==> config.mk <==
export PLATFORM = sky130hd
export DESIGN_NAME = load_store_unit
export DESIGN_NICKNAME = d
export VERILOG_FILES = /design/src/rtl/load_store_unit.sv
export SDC_FILE = /design/constraint.sdc
export NUM_CORES = 1
export LEC_CHECK = 0
export ABC_AREA = 1
export CAP_MARGIN = 25
export CELL_PAD_IN_SITES_DETAIL_PLACEMENT = 0
export CELL_PAD_IN_SITES_GLOBAL_PLACEMENT = 1
export CORE_ASPECT_RATIO = 0.75
export CORE_MARGIN = 2
export CORE_UTILIZATION = 33
export CTS_CLUSTER_SIZE = 24
export DETAILED_ROUTE_END_ITERATION = 10
export PLACE_DENSITY = 0.82
export SLEW_MARGIN = 15
export SYNTH_ARGS = -nofsm -noshare
export SYNTH_HDL_FRONTEND = slang
export SYNTH_SLANG_ARGS = --single-unit
==> constraint.sdc <==
create_clock -name clk -period 2.9 [get_ports clk]
set_input_delay 0.435 -clock clk [delete_from_list [all_inputs] [get_ports clk]]
set_output_delay 0.435 -clock clk [all_outputs]
set_load 0.02 [all_outputs]
### Placed standard cells

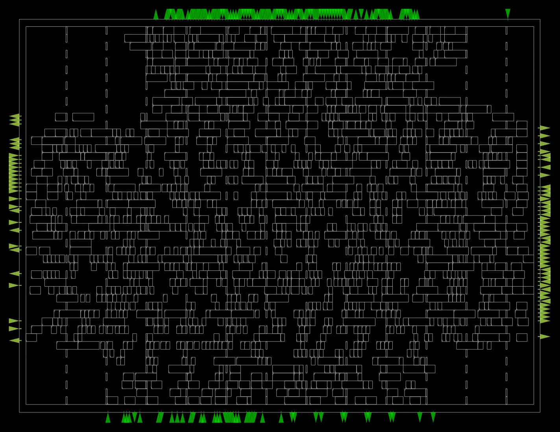
fillcell total: 2381
core area: 22900 um2

### Routed metal, one colour a layer

Scale bar: 50 um.
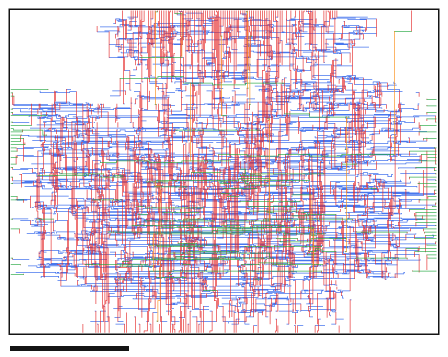
| layer | colour | wire length |
|---|---|---|
| met4 | orange | 446 um |
| met2 | red | 12000 um |
| met3 | green | 1990 um |
| met1 | blue | 13700 um |
Vias: 8490
WL/cell: 16.3 um
total wire length: 28100 um
gr usage total: 0.229

==> qor.yml <==
setup_path:
  cp_num_buf_inv: 3
  critical-path-top-delay-family: "buffers and inverters"
  start_kind: "register"
  arrival_ns: 2.06
  cp-end-kind: "output port"
  criticalPathCategory: "reg -> out"
  slowest_stage: "clkdlybuf4s50_1"
power:
  p_seq_w: 0.00265
  switching_share: 0.446
  power_frac_comb: 0.492
  p_seq_frac: 0.274
  p_sw_w: 0.00431
  power_w: 0.00968
cts:
  cts_tree: "built"
  post_cts_buffers: 0
  clock_path_buffers: 2
final_timing:
  rsz0062_at_grt: "false"
  fin_crit_sh: 0.862
  hold_violations: 0
  fmax_mhz: 400
final_layout:
  n_all_buffers: 221
  final-comb-area_um2: 4190
  comb_cells: 944
  final-seq-area_um2: 2780
  nNetsFinal: 1527
  largest_cell_class: "combinational gates"
  clk_share: 0.0570
  antennaDiodeCount: 0
  nNonClkInverters: 91
  comb_area_frac: 0.401
  final_core_util: 0.457
  seq_share: 0.266
  clock_buffers: 22
logic_synthesis:
  async_flop_share: 0
  yosysTopAreaCell: "dfxtp_1"
  top_cell: "nand2_1"
  ys.flop_type: "dfxtp_1"
  yosysTopAreaCellShare: 0.364
  simple_gate_area_frac: 0.361
  ys_cells: 1249
  top_logic_kind: "simple AND/OR/NAND/NOR gates"
  area_leaders: "dfxtp_1 (36%), nand2_1 (18%), nor2_1 (10%)"
die:
  fp.dieH_um: 136
  die_w_um: 180
  pin_count: 203
place:
  place_area_um2: 9850
grt:
  grt-ovfl-total: 0
  grt_pass1_vias: 7690
  grt_use_met1: 0.330
  grt_max_degree: 57
  antenna_found_initial: 0
detailed_routing:
  first_pass_iters: 5
run_status:
  status: "complete, no violations"
hold_path:
  hold_depth: 2
No activity file was given, so power comes from the tool's default toggle rates.
